### config.mk
export PLATFORM = sky130hd
export DESIGN_NAME = mouse_packet_tracker
export DESIGN_NICKNAME = d
export VERILOG_FILES = /design/src/rtl/mouse_pkg.sv /design/src/rtl/mouse_axis_accum.sv /design/src/rtl/mouse_packet_tracker.sv
export SDC_FILE = /design/constraint.sdc
export NUM_CORES = 1
export LEC_CHECK = 0
export ABC_AREA = 1
export CAP_MARGIN = 0
export CORE_MARGIN = 3
export CORE_UTILIZATION = 60
export CTS_BUF_LIST = sky130_fd_sc_hd__clkbuf_8 sky130_fd_sc_hd__clkbuf_16
export DETAILED_ROUTE_END_ITERATION = 12
export PLACE_DENSITY = 0.84
export SLEW_MARGIN = 0
export SYNTH_ARGS = -nofsm -noshare
export SYNTH_HDL_FRONTEND = slang
export SYNTH_SLANG_ARGS = --single-unit
### constraint.sdc
create_clock -name CLOCK_50 -period 5.25 [get_ports CLOCK_50]
set_input_delay 1.05 -clock CLOCK_50 [delete_from_list [all_inputs] [get_ports CLOCK_50]]
set_output_delay 1.05 -clock CLOCK_50 [all_outputs]
set_load 0.02 [all_outputs]
### src/rtl/mouse_pkg.sv
// Shared definitions for the PS/2 mouse packet tracker: FSM encodings,
// byte-0 field positions and default screen geometry.
package mouse_pkg;

    typedef enum logic [1:0] {
        WAIT_B0 = 2'b00,
        WAIT_B1 = 2'b01,
        WAIT_B2 = 2'b10,
        UPDATE  = 2'b11
    } state_t;

    // Byte 0 bit positions
    localparam int B0_LEFT    = 0;
    localparam int B0_RIGHT   = 1;
    localparam int B0_MIDDLE  = 2;
    localparam int B0_ALWAYS1 = 3;
    localparam int B0_XSIGN   = 4;
    localparam int B0_YSIGN   = 5;
    localparam int B0_XOVF    = 6;
    localparam int B0_YOVF    = 7;

    localparam int SCREEN_W     = 320;
    localparam int SCREEN_H     = 240;
    localparam int X_MAX_DEF    = SCREEN_W - 1;
    localparam int Y_MAX_DEF    = SCREEN_H - 1;
    localparam int X_INIT_DEF   = SCREEN_W / 2;
    localparam int Y_INIT_DEF   = SCREEN_H / 2;
    localparam int TIMEOUT_DEF  = 1000000;

endpackage

### src/rtl/mouse_axis_accum.sv
// One cursor axis: adds a signed delta to a 9-bit position and saturates
// the result into 0..MAX. A set overflow flag turns the delta into zero.
module mouse_axis_accum #(
    parameter int MAX = 319
) (
    input  logic [8:0]        pos,
    input  logic signed [9:0] delta,
    input  logic              ovf_zero,
    output logic [8:0]        pos_next
);

    localparam logic signed [10:0] MAX_S = 11'(MAX);

    logic signed [10:0] sum;

    // 10-bit delta so the y axis can carry +256 after negating -256
    always_comb begin
        sum      = $signed({2'b00, pos}) + (ovf_zero ? 11'sd0 : $signed({delta[9], delta}));
        pos_next = pos;
        if (sum < 11'sd0) begin
            pos_next = 9'd0;
        end else if (sum > MAX_S) begin
            pos_next = MAX_S[8:0];
        end else begin
            pos_next = sum[8:0];
        end
    end

endmodule

### src/rtl/mouse_packet_tracker.sv
// Assembles 3-byte PS/2 mouse packets into clamped cursor x/y and left-button
// state. Define MOUSE_TRACKER_TIMEOUT_EN to enable the mid-packet idle timeout.
module mouse_packet_tracker
    import mouse_pkg::*;
#(
    parameter int X_MAX          = X_MAX_DEF,
    parameter int Y_MAX          = Y_MAX_DEF,
    parameter int X_INIT         = X_INIT_DEF,
    parameter int Y_INIT         = Y_INIT_DEF,
    parameter int TIMEOUT_CYCLES = TIMEOUT_DEF
) (
    input  logic       CLOCK_50,
    input  logic       resetn,
    input  logic       byte_valid,
    input  logic [7:0] byte_data,
    input  logic       enable,
    output logic       leftclick,
    output logic [8:0] x,
    output logic [8:0] y,
    output logic [1:0] cState,
    output logic       packet_valid,
    output logic       sync_err
);

    state_t      state;
    logic        b0_left;
    logic        b0_xsign;
    logic        b0_ysign;
    logic        b0_xovf;
    logic        b0_yovf;
    logic [7:0]  dx_mag;
    logic [7:0]  dy_mag;
    logic        timeout_hit;
    logic signed [9:0] dx_ext;
    logic signed [9:0] dy_neg;
    logic [8:0]  x_next;
    logic [8:0]  y_next;
    logic        unused_bits;

    assign cState      = state;
    assign unused_bits = ^byte_data[B0_MIDDLE:B0_RIGHT];

    // PS/2 positive Y is up while screen y grows down, hence the negation
    assign dx_ext = $signed({b0_xsign, b0_xsign, dx_mag});
    assign dy_neg = -$signed({b0_ysign, b0_ysign, dy_mag});

    mouse_axis_accum #(.MAX(X_MAX)) u_x_accum (
        .pos      (x),
        .delta    (dx_ext),
        .ovf_zero (b0_xovf),
        .pos_next (x_next)
    );

    mouse_axis_accum #(.MAX(Y_MAX)) u_y_accum (
        .pos      (y),
        .delta    (dy_neg),
        .ovf_zero (b0_yovf),
        .pos_next (y_next)
    );

    always_ff @(posedge CLOCK_50 or negedge resetn) begin
        if (!resetn) begin
            state        <= WAIT_B0;
            b0_left      <= 1'b0;
            b0_xsign     <= 1'b0;
            b0_ysign     <= 1'b0;
            b0_xovf      <= 1'b0;
            b0_yovf      <= 1'b0;
            dx_mag       <= 8'd0;
            dy_mag       <= 8'd0;
            leftclick    <= 1'b0;
            x            <= 9'(X_INIT);
            y            <= 9'(Y_INIT);
            packet_valid <= 1'b0;
        end else begin
            packet_valid <= 1'b0;
            case (state)
                WAIT_B0: begin
                    if (byte_valid && byte_data[B0_ALWAYS1]) begin
                        b0_left  <= byte_data[B0_LEFT];
                        b0_xsign <= byte_data[B0_XSIGN];
                        b0_ysign <= byte_data[B0_YSIGN];
                        b0_xovf  <= byte_data[B0_XOVF];
                        b0_yovf  <= byte_data[B0_YOVF];
                        state    <= WAIT_B1;
                    end
                end
                WAIT_B1: begin
                    if (byte_valid) begin
                        dx_mag <= byte_data;
                        state  <= WAIT_B2;
                    end else if (timeout_hit) begin
                        state <= WAIT_B0;
                    end
                end
                WAIT_B2: begin
                    if (byte_valid) begin
                        dy_mag <= byte_data;
                        state  <= UPDATE;
                    end else if (timeout_hit) begin
                        state <= WAIT_B0;
                    end
                end
                UPDATE: begin
                    leftclick    <= b0_left;
                    packet_valid <= 1'b1;
                    if (enable) begin
                        x <= x_next;
                        y <= y_next;
                    end
                    // A byte arriving here already belongs to the next packet
                    if (byte_valid && byte_data[B0_ALWAYS1]) begin
                        b0_left  <= byte_data[B0_LEFT];
                        b0_xsign <= byte_data[B0_XSIGN];
                        b0_ysign <= byte_data[B0_YSIGN];
                        b0_xovf  <= byte_data[B0_XOVF];
                        b0_yovf  <= byte_data[B0_YOVF];
                        state    <= WAIT_B1;
                    end else begin
                        state <= WAIT_B0;
                    end
                end
                default: state <= WAIT_B0;
            endcase
        end
    end

`ifdef MOUSE_TRACKER_TIMEOUT_EN
    localparam int CNT_W = $clog2(TIMEOUT_CYCLES) + 1;

    logic [CNT_W-1:0] idle_cnt;
    logic             waiting;

    assign waiting     = (state == WAIT_B1) || (state == WAIT_B2);
    assign timeout_hit = waiting && (idle_cnt == CNT_W'(TIMEOUT_CYCLES - 1));

    // A byte on the terminal count wins over the timeout
    always_ff @(posedge CLOCK_50 or negedge resetn) begin
        if (!resetn) begin
            idle_cnt <= '0;
            sync_err <= 1'b0;
        end else begin
            sync_err <= waiting && !byte_valid && timeout_hit;
            if (!waiting || byte_valid || timeout_hit) begin
                idle_cnt <= '0;
            end else begin
                idle_cnt <= idle_cnt + 1'b1;
            end
        end
    end
`else
    logic unused_cfg;

    assign timeout_hit = 1'b0;
    assign sync_err    = 1'b0;
    assign unused_cfg  = (TIMEOUT_CYCLES == 0);
`endif

endmodule

Run 1, the clock network:
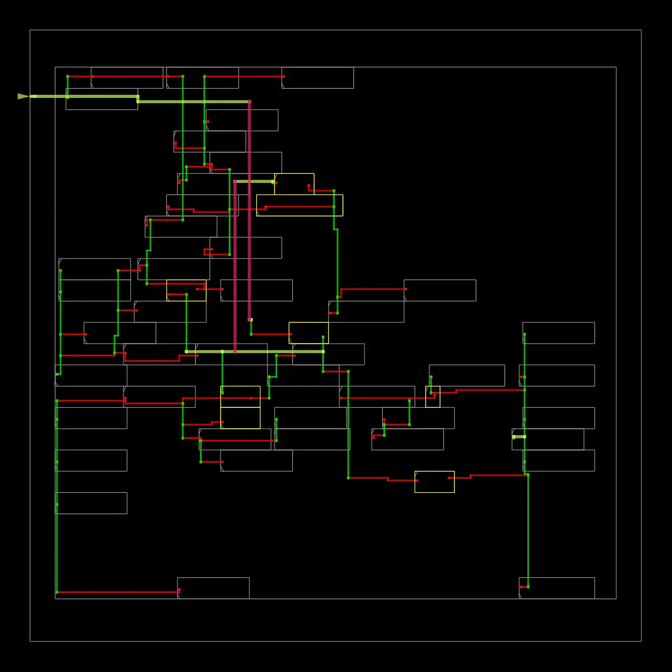
Num CTS Buffers: 5
num sequential: 43
clk_buf instances: 6
CTS sink cnt: 43

Run 1, cells coloured by class:
Scale bar: 20 um.
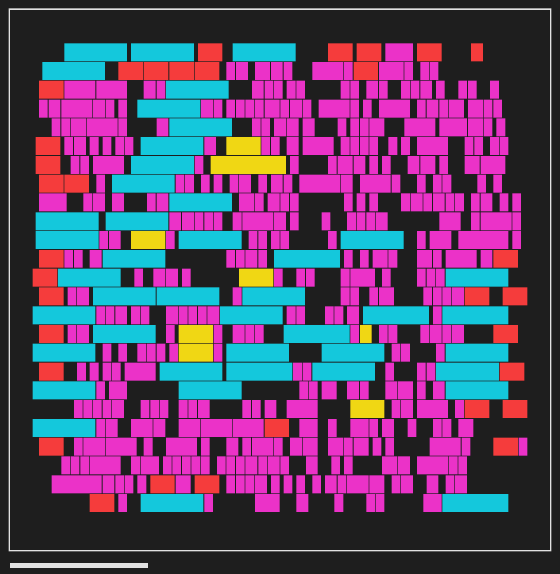
[cyan] flops | cells: 43 | share of their area: 31%
[yellow] clock drivers and dummy loads | cells: 8 | share of their area: 3.3%
[magenta] combinational and other logic | cells: 401 | share of their area: 57%
[red] other buffers and delay cells | cells: 33 | share of their area: 9.2%

Run 1, power grid:
Pins as bars on the die edge. Tap cells in grey.
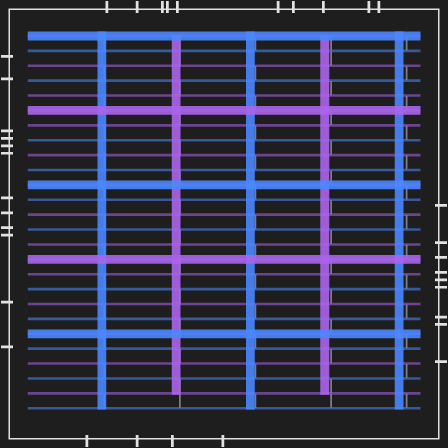
[blue] VSS
[purple] VDD
tap cells: 67
rows: 25
met1 rails: 26
signal pins: 35
met4 straps: 5

==> results.cfg, run 1 <==
; generated from flow reports
[cells_and_area]
logic_area_mm2 = 0.00175
seqCellArea_mm2 = 0.00108
nonClkBufAreaFrac_pct = 8.96
fillers = 403
largest_class = logic gates
stdcell_area_mm2 = 0.00363
finalCoreUtilization_pct = 74.4
lay_top_count = nand2_1
layout-drive-gt1-share_pct = 7.22

[clock_tree]
cts_max_level = 2
clk_pin_slew_ns = 0.08
hold_buffers = 0

[sta]
setup-tns-final_ns = 0
finalCriticalPeriod_ns = 2.90
clock.fmax_mhz = 345
finalSetupViolations = 0

[grt]
grt_pass1_wl_um = 12700
grt_util_met2_pct = 42.8
antenna_found_initial = 0
track_usage_pct = 26.1
first_global_vias = 2760

[outcome]
status = finished, final reports clean

[setup_path]
crit_family = simple AND/OR/NAND/NOR gates
slowest_stage = dfrtp_1
critPathCapture = y[7]
critPathKind = reg -> reg
rrSetupSlack_ns = 2.35

[logic_synthesis]
syn_avg_cell_area_um2 = 6.96
syn_area_mm2 = 0.00313

[routing]
dr.pass1.iters = 5
drt-vias-per-instance = 5.34
num_vias = 2946

[hold_path]
worstHoldStart = dx_mag[6]
min_to = dx_mag[6]
## run 1: metal layers
layer	up-vias	part of all wire (%)
li1	1475	-
met1	1361	46
met2	96	48
met3	14	4.1
met5	-	0
met4	0	1.9
## run 1: logic make-up after synthesis
| group | share of synthesized area [%] |
|---|---|
| and+or+nand+nor | 33.1 |
| buffers and inverters | 9.52 |
| AOI/OAI and AO/OA | 8.44 |
| DFF | 34.7 |
| adders and majority gates | 11.3 |
| xor gates and xnor gates | 2.48 |
| other | 0.120 |
| muxes | 0.360 |
## run 1: state kept, by name, indices dropped and copies added, names as in the netlist
name,flops
b0_xsign,1
b0_xovf,1
packet_valid,1
b0_left,1
y,9
dy_mag,8
b0_yovf,1
x,9
b0_ysign,1
dx_mag,8
leftclick,1
cState,2
## run 1: cells in the mapped netlist
cell type,count,area share (%)
ha_1,25,10
xor2_2,1,0.52
buf_2,1,0.16
nor3_1,4,0.64
o21ai_0,26,4.2
xor2_1,3,0.84
a21o_1,1,0.24
xnor2_1,4,1.1
o21bai_1,2,0.48
nand2_2,7,1.4
a21oi_1,14,2.2
nor4_1,1,0.20
clkbuf_1,3,0.36
nand4_1,6,1.2
nor2_4,1,0.36
nor2_1,36,4.3
buf_4,1,0.24
nand2_1,148,18
o21ai_1,1,0.16
nand3b_1,2,0.48
conb_1,1,0.12
dfrtp_1,37,30
mux2_2,1,0.36
fa_1,2,1.3
dfstp_2,6,5.0
a21boi_2,1,0.36
or2_2,1,0.20
nand3_1,28,4.5
nor2_2,4,0.80
o22ai_1,2,0.40
nand3_2,4,1.3
inv_1,73,8.8
a31oi_1,2,0.40
## run 1: worst min-delay path, cell delays in order, from the launching register on
cell	delay, ns
dfrtp_1	0.35
nand2_1	0.05
o21ai_0	0.06
## Run 2: what changed since run 1
- CORE_UTILIZATION: 60 -> 57
- PLACE_DENSITY: 0.84 -> 0.81
- clock period: 5.25 -> 2.76 ns (I/O delays scaled with it)
Run 2, cells coloured by class:
Scale bar: 20 um.
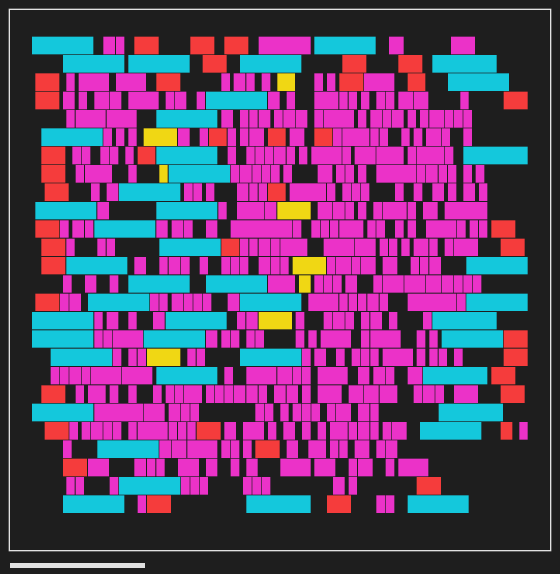
[yellow] clock drivers and dummy loads | cells: 8 | share of their area: 2.3%
[cyan] flops | cells: 43 | share of their area: 30%
[red] other buffers and delay cells | cells: 40 | share of their area: 10%
[magenta] combinational and other logic | cells: 401 | share of their area: 58%

==> results.cfg, run 2 <==
; generated from flow reports
[outcome]
status = finished, final reports clean

[floorplan]
die_x_um = 80.1

[sta]
slew_viol_final = 0
finalCriticalPeriod_ns = 2.68
finalSetupViolations = 0
clock.fmax_mhz = 374
setup-tns-final_ns = 0

[logic_synthesis]
async_flop_share_pct = 100
synth_cell_types = 33
syn_avg_cell_area_um2 = 6.96
synth-edff-count = 0
ys_sh_xor_pct = 2.48
ys_sh_adder_pct = 11.3
ys_sh_mux_pct = 0.360
synthTopCellsByCount = 148 x nand2_1, 73 x inv_1, 37 x dfrtp_1
synth.cellmix.compoundShare_pct = 8.44
top_cell_area_share_pct = 29.6
synth_top_flop_cell = dfrtp_1
netlist.top_cell.by_area = dfrtp_1
yosys-top-cells-area = dfrtp_1 30%, nand2_1 18%, ha_1 10%, inv_1 8.8%, dfstp_2 5.0%
syn_area_mm2 = 0.00313
top_cell = nand2_1
ys_sh_simple_pct = 33.1
synth.comb.largest_family = simple AND/OR/NAND/NOR gates

[placed_design]
place_area_mm2 = 0.00352
port_buffers = 33

[grt]
track_usage_pct = 23.9
antenna_found_initial = 0
grt_pass1_wl_um = 12000
first_global_vias = 2716

[setup_path]
crit_family = simple AND/OR/NAND/NOR gates
critPathKind = reg -> reg
slowest_stage = dfrtp_1

[clock_tree]
cts_num_sinks = 43
cts_buffers = 5
cts_max_level = 2
clk_pin_slew_ns = 0.09

[flow_run]
warning_count = 32

[cells_and_area]
lay_top_count = nand2_1
stdcell_area_mm2 = 0.00376
layout-drive-gt1-share_pct = 12.4
lay_top_cells = 146 x nand2_1, 70 x inv_1, 37 x dfrtp_1, 32 x clkdlybuf4s50_1, 31 x nor2_1
reg_top3 = x: 9 flops, y: 9 flops

[routing]
dr.pass1.iters = 5
drt-vias-per-instance = 5.17
antenna_left = 0
num_vias = 2908
Run 2, power grid:
Pins as bars on the die edge. Tap cells in grey.
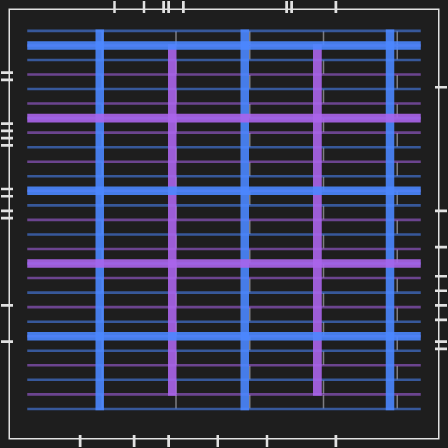
[blue] VSS
[purple] VDD
met1 rails: 27
rows: 26

[run 2: area by class of cell]
class	instances	area, um^2
tap	70	87.6
inverter	73	274
timing repair buffer	40	378
clock buffer	5	68.8
fill	440	1450
multi-input combinational	328	1850
clock inverter	3	16.3
sequential	43	1080
[run 2: per-layer routing]
layer / wire length [um] / vias to the layer above / track usage (%)
met3: 321 / 14 / 4.37
met2: 3530 / 62 / 40.2
met1: 3210 / 1345 / 31.3
met5: 0 / - / 0
li1: - / 1487 / -
met4: 115 / 0 / 6.59
[run 2: worst paths after layout]
check	from	endpoint	slack, ns	cells after the start
worst max-delay path	dy_mag[0]	y[1]	0.08	19
worst min-delay path	resetn	x[8]	0.38	1
worst max register to register	dy_mag[0]	y[1]	0.08	19
worst min register to register	x[5]	x[5]	0.49	2
max in group asynchronous	resetn	dx_mag[0]	1.75	1
min in group CLOCK_50	x[5]	x[5]	0.49	2
[run 2: what timing repair did]
item,CTS,global route
buffers inserted,0,6
setup endpoints to repair,0,8
hold buffers,0,0
endpoints found under the hold margin,0,0
gates resized,0,28
[run 2: stage by stage]
stage                     worst slack, ns  util, %
after global placement              0.221     67.7
after global routing              -0.0634     72.2
after floorplan                     0.373        -
final                              0.0844     72.2
after detailed placement           0.0664     67.7
after CTS                          0.0444     69.3
